==> config.mk <==
export PLATFORM = sky130hd
export DESIGN_NAME = present_round_step
export DESIGN_NICKNAME = d
export VERILOG_FILES = /design/src/rtl/present_round_step_pkg.sv /design/src/rtl/present_round_step_sbox4.sv /design/src/rtl/present_round_step.sv
export SDC_FILE = /design/constraint.sdc
export NUM_CORES = 1
export LEC_CHECK = 0
export ABC_CLOCK_PERIOD_IN_PS = 5000
export CORE_ASPECT_RATIO = 0.5
export CORE_MARGIN = 3
export CORE_UTILIZATION = 36
export CTS_CLUSTER_SIZE = 10
export DETAILED_ROUTE_END_ITERATION = 8
export MAX_ROUTING_LAYER = met4
export PLACE_DENSITY_LB_ADDON = 0.25
export SKIP_LAST_GASP = 1
export SYNTH_ARGS = -nofsm -noshare
export SYNTH_HDL_FRONTEND = slang
export SYNTH_SLANG_ARGS = --single-unit
==> constraint.sdc <==
create_clock -name clk -period 5 [get_ports clk]
set_input_delay 1.5 -clock clk [delete_from_list [all_inputs] [get_ports clk]]
set_output_delay 1.5 -clock clk [all_outputs]
set_load 0.03 [all_outputs]
==> src/rtl/present_round_step_pkg.sv <==
// Shared widths, S-box table and layer helpers for the PRESENT-80 round step.
package present_round_step_pkg;

  localparam int unsigned STATE_W = 64;
  localparam int unsigned KEY_W   = 80;
  localparam int unsigned CTR_W   = 5;

  // PRESENT 4-bit S-box, indexed by input nibble
  localparam logic [3:0] SBOX [16] = '{
    4'hC, 4'h5, 4'h6, 4'hB, 4'h9, 4'h0, 4'hA, 4'hD,
    4'h3, 4'hE, 4'hF, 4'h8, 4'h4, 4'h7, 4'h1, 4'h2
  };

  function automatic logic [3:0] sbox(input logic [3:0] x);
    return SBOX[x];
  endfunction

  // Bit permutation: bit i moves to (16*i) mod 63, bit 63 is fixed
  function automatic logic [STATE_W-1:0] player(input logic [STATE_W-1:0] d);
    logic [STATE_W-1:0] p;
    logic [5:0]         src;
    logic [5:0]         dst;
    p = '0;
    for (int unsigned i = 0; i < 63; i++) begin
      src    = 6'(i);
      dst    = 6'((16 * i) % 63);
      p[dst] = d[src];
    end
    p[63] = d[63];
    return p;
  endfunction

endpackage

==> src/rtl/present_round_step_sbox4.sv <==
// Combinational 4-bit PRESENT S-box.
module present_sbox4
  import present_round_step_pkg::*;
(
  input  logic [3:0] i_nib,
  output logic [3:0] o_nib
);

  assign o_nib = sbox(i_nib);

endmodule

==> src/rtl/present_round_step.sv <==
// One PRESENT-80 round per accepted input: key addition, sBoxLayer, pLayer,
// and the matching key-schedule update, registered with 1-cycle latency.
module present_round_step
  import present_round_step_pkg::*;
(
  input  logic               clk,
  input  logic               rst,
  input  logic               in_valid,
  input  logic [STATE_W-1:0] state_in,
  input  logic [KEY_W-1:0]   key_in,
  input  logic [CTR_W-1:0]   round_ctr,
  output logic [STATE_W-1:0] ka_out,
  output logic               out_valid,
  output logic [STATE_W-1:0] state_out,
  output logic [KEY_W-1:0]   key_out
);

  logic [STATE_W-1:0] w_ka;
  logic [STATE_W-1:0] w_sb;
  logic [STATE_W-1:0] w_perm;
  logic [KEY_W-1:0]   w_rot;
  logic [3:0]         w_key_sb;
  logic [KEY_W-1:0]   w_key_next;

  logic               r_valid;
  logic [STATE_W-1:0] r_state;
  logic [KEY_W-1:0]   r_key;

  // Key addition; also exported directly for final whitening
  assign w_ka   = state_in ^ key_in[KEY_W-1:KEY_W-STATE_W];
  assign ka_out = w_ka;

  // sBoxLayer: one S-box per state nibble
  for (genvar g = 0; g < 16; g++) begin : g_sbox
    present_sbox4 u_sbox (
      .i_nib (w_ka[4*g +: 4]),
      .o_nib (w_sb[4*g +: 4])
    );
  end

  assign w_perm = player(w_sb);

  // Key schedule: rotate left 61, S-box the top nibble, fold in the round counter
  assign w_rot = {key_in[18:0], key_in[KEY_W-1:19]};

  present_sbox4 u_key_sbox (
    .i_nib (w_rot[79:76]),
    .o_nib (w_key_sb)
  );

  assign w_key_next = {w_key_sb, w_rot[75:20], w_rot[19:15] ^ round_ctr, w_rot[14:0]};

  // Output registers: reset clears, in_valid loads, otherwise hold the result
  always_ff @(posedge clk) begin
    if (rst) begin
      r_valid <= 1'b0;
      r_state <= '0;
      r_key   <= '0;
    end else begin
      r_valid <= in_valid;
      if (in_valid) begin
        r_state <= w_perm;
        r_key   <= w_key_next;
      end
    end
  end

  assign out_valid = r_valid;
  assign state_out = r_state;
  assign key_out   = r_key;

endmodule

run_1/clk_routes.png
(3 px per µm)
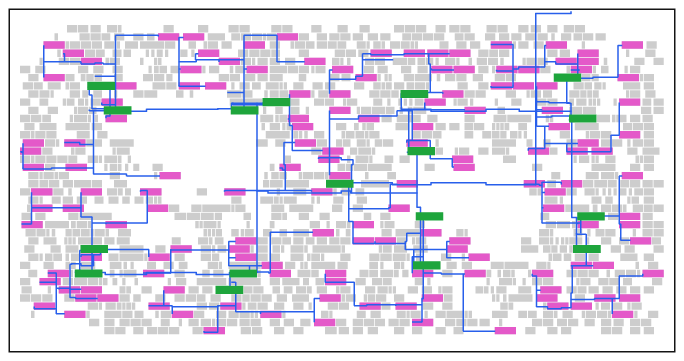
[flip-flops] magenta | count: 145
[clock drivers] green | count: 17
[clock wires] blue | length: 2,270 µm
routed clock nets	18

run_1/layer_met3.png
(3 px per µm)
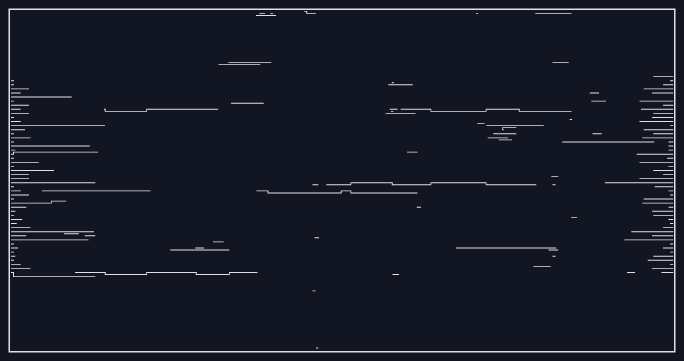
main direction	horizontal
nets with wire on the layer	128
longest straight run	35.9 µm
share of all routed wire	4.8%
wire length on this layer	1,240 µm

==> run summary, run 1 <==
fresh numbers from the pnr run: antenna viol nets, final=0, Power per Cell Area=approximately 320 nW/µm², Global Route met2 Usage=36.7%, CP top delay family=buffers and inverters, cell internal pwr=2810 µW, Clk pwr share=33.5%, FFs w/ async S/R, synth=0%, yosys adder share=under 10%, Max VDD drop=about 0.21 mV, status=finished clean, Worst Path Arrival=between 3 and 4 ns, final period utilization=95.1%, drt pass-1 iters=5, Routed met2 length=roughly 13,000 µm, Final Power=4170 µW, Min-Delay Path Class=reg2reg, P_leak=about 0.0056 µW, share of cells above drive strength 1=8.23%, XOR Share, Synth=9.68%, and+or+nand+nor area frac=8.87%, kind of critical path=in2out, total CTS buffers=17, cell type with the largest total area=dfxtp_1, nets=1,431, switching power=1360 µW, CORE AREA=22,200 µm², Port Buffers=360, WP data required=3.50 ns, yosys aoi share=10.2%, max-slew violations=0, gp weighted congestion=between 0.8 and 0.9, Tmin final=between 4 and 5 ns, Overflow after GRT=0, Log Warnings=46, CTS resizes=0, Most Frequent Cell on Critical Path=clkdlybuf4s50_1, Synth Seq Share=between 30% and 40%, GR Util met3=4.83%, mux share=between 20% and 30%, num ports=361, Antenna Diode Count=0, clk buf depth=2, endpoints failing setup=0
run_1/clocks.png
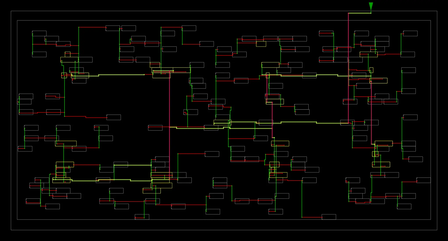
Worst-Skew Late Latency: 0.42 ns
clk pwr: 1400 µW
final sequential cell count: 145
Sink Count: 145

run_1/wires.png
(1.5 px per µm)
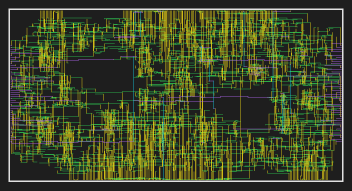
layer	color	wire length
metal 3	purple	1,240 µm
metal 2	yellow	13,200 µm
metal 1	green	10,900 µm
metal 4	cyan	379 µm

-- run 1: final cells by class --
cell class	count	area, µm²
inverters	98	368
well taps	300	375
repair buffers	383	3770
fillers	1919	9260
multi-input cells	581	4890
clock inverters	10	155
clock buffers	22	484
flip-flops and latches	145	2900
-- run 1: path summary, 6_finish.rpt --
path,end,cells past startpoint,start
hold reg to reg,state_out[12],2,state_out[12]
hold / removal,state_out[12],2,state_out[12]
setup reg to reg,state_out[10],3,state_out[10]
setup / recovery,ka_out[0],4,key_in[16]
-- run 1: metrics by stage --
step	setup slack, ns	utilization (%)	cells
4_1_cts	0.245	58.3	1539
3_3_place_gp	0.279	55.4	1507
2_1_floorplan	1.22	-	861
3_5_place_dp	0.242	55.4	1507
5_1_grt	0.167	58.3	1539
6_report	0.247	58.3	1539
==> run 2: changes to the inputs <==
--- a/config.mk
+++ b/config.mk
@@ -8,7 +8,7 @@
 export ABC_CLOCK_PERIOD_IN_PS = 5000
 export CORE_ASPECT_RATIO = 0.5
 export CORE_MARGIN = 3
-export CORE_UTILIZATION = 36
+export CORE_UTILIZATION = 40
 export CTS_CLUSTER_SIZE = 10
 export DETAILED_ROUTE_END_ITERATION = 8
 export MAX_ROUTING_LAYER = met4
run_2/wires.png
(1.5 px per µm)
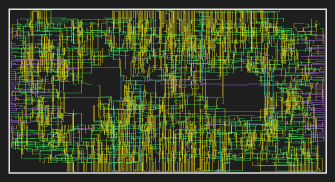
layer	color	wire length
metal 1	green	10,500 µm
metal 2	yellow	13,300 µm
metal 4	cyan	577 µm
metal 3	purple	1,230 µm

==> run summary, run 2 <==
fresh numbers from the pnr run: status=finished clean, Area leader share=34.8%, Antenna Diode Count=0 (unchanged), Min-Delay Path Class=reg2reg, Crit Reg-Reg Startpoint=state_out[10], Yosys cell types=46, inverters=98 (unchanged), Area-dominant class=combinational gates, Max VDD drop=0.212 mV (+0.31%), Reg area=2900 µm² (unchanged), gp weighted congestion=0.823 (-8.1%), Non-clock buffer share=29.2% (+0.068 points), cells on worst reg2reg path=3 (unchanged), Non-clock buffers=383 (unchanged), final std cells w/o fill=1,503 (-2.3%), CP top delay family=buffers and inverters, num tapcells=266 (-11%), final sequential cell count=145 (unchanged), CORE AREA=20,000 µm² (-10%), WHS Path Cells=2 (unchanged), Fin. Hold Viols=0, Synth Seq Share=34.8% (unchanged), final period utilization=96.6% (+1.5 points), combinational gates=581 (unchanged), Worst Path Arrival=3.33 ns (+0.08 ns), Power per Cell Area=331 nW/µm² (+2.7%), Sink Count=145 (unchanged), Final Power=4290 µW (+2.9%), # hold bufs at CTS=0, P_leak=0.00562 µW (+0.43%), DP HPWL=19,500 µm, Synth warnings=0, Post-synth EDFFs=0, Log Warnings=46 (unchanged), Most Frequent Cell on Critical Path=clkdlybuf4s50_1, gr busiest metal=met2, Global Route met2 Usage=41.3% (+4.7 points), clock-cell share of area=5.31% (+0.37 points), setup bufs post-CTS=0, drc violations=0, cell type with the largest total area=dfxtp_1, Worst Setup End Kind=output port, drt pass-1 iters=7 (+2), Via density=5.00, endpoints failing setup=0 (unchanged), Clock transition at path regs=0.06 ns, Logic area=4890 µm² (unchanged), Worst-Skew Late Latency=0.43 ns (about the same), logic share of the area=37.7% (-0.062 points), WP data required=3.50 ns (about the same), CP max stage delay=0.79 ns, Port Buffers=360 (unchanged), CTS resizes=0 (unchanged), total CTS buffers=17 (unchanged), kind of critical path=in2out, clk buf depth=2 (unchanged), flop share of the area=22.4% (-0.037 points), Routed met2 length=13,300 µm (+0.99%), nets=1,431 (unchanged), final setup margin=0.172 ns (-0.0748 ns), Fill cells=1,666 (-13%), initial antenna violation count=0, placed cell count=1,473 (-2.3%), FFs w/ async S/R, synth=0% (unchanged), GR Util met3=5.10% (+0.27 points), hold_sp=state_out[12], Overflow after GRT=0 (unchanged), Crit Reg-Reg Endpoint=state_out[10], Critical Path Start=key_in[79], most numerous logic cells after layout=clkdlybuf4s50_1 (358), dfxtp_1 (145), nor2_1 (129), mux2i_1 (122), inv_1 (95), Layout Area Growth over Synthesis=55.4%, antenna viol nets, final=0 (unchanged), Final Core Density=65.0% (+6.7 points), final-layout clock buffer total=20 (-9.1%), num ports=361 (unchanged), share of cells above drive strength 1=8.00% (-0.23 points), pre-CTS WS=0.218 ns (-0.0240 ns), WHS Endpoint=state_out[12], Cell Area, Placed=between 10,000 and 15,000 µm², Tmin final=4.83 ns (+0.0748 ns), max-slew violations=0 (unchanged), Fmax=207 MHz
run_2/layer_met3.png
(3 px per µm)
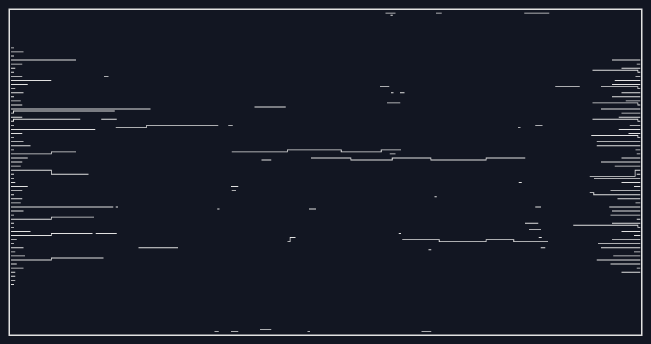
nets with wire on the layer	132
main direction	horizontal
longest straight run	46.2 µm
share of all routed wire	4.8%

-- run 2: cell families (layout without fill, tap and decap cells) --
logic type	Yosys count	after routing	synth area share [%]
buffers and inverters	135	511	6.74
flip-flops	145	145	34.8
XOR/XNOR	79	79	9.68
multiplexers	150	150	21.8
AND-OR/OR-AND	112	112	10.2
adder cells (fa/ha/maj)	53	53	7.94
AND/OR/NAND/NOR	187	187	8.87
-- run 2: worst max-delay path by stage --
stage,end,slack (ns),cells past startpoint
final,ka_out[63],0.17,3
after global routing,ka_out[6],0.05,4
after CTS,ka_out[63],0.18,3
after detailed placement,ka_out[6],0.22,4
after global placement,ka_out[63],0.25,3
after floorplan,ka_out[35],1.22,1
-- run 2: power breakdown --
part / internal (µW) / switching [µW]
clock network: 1010 / 501
logic: 670 / 803
registers: 1250 / 50.2
No activity file was given, so power comes from the tool's default toggle rates.
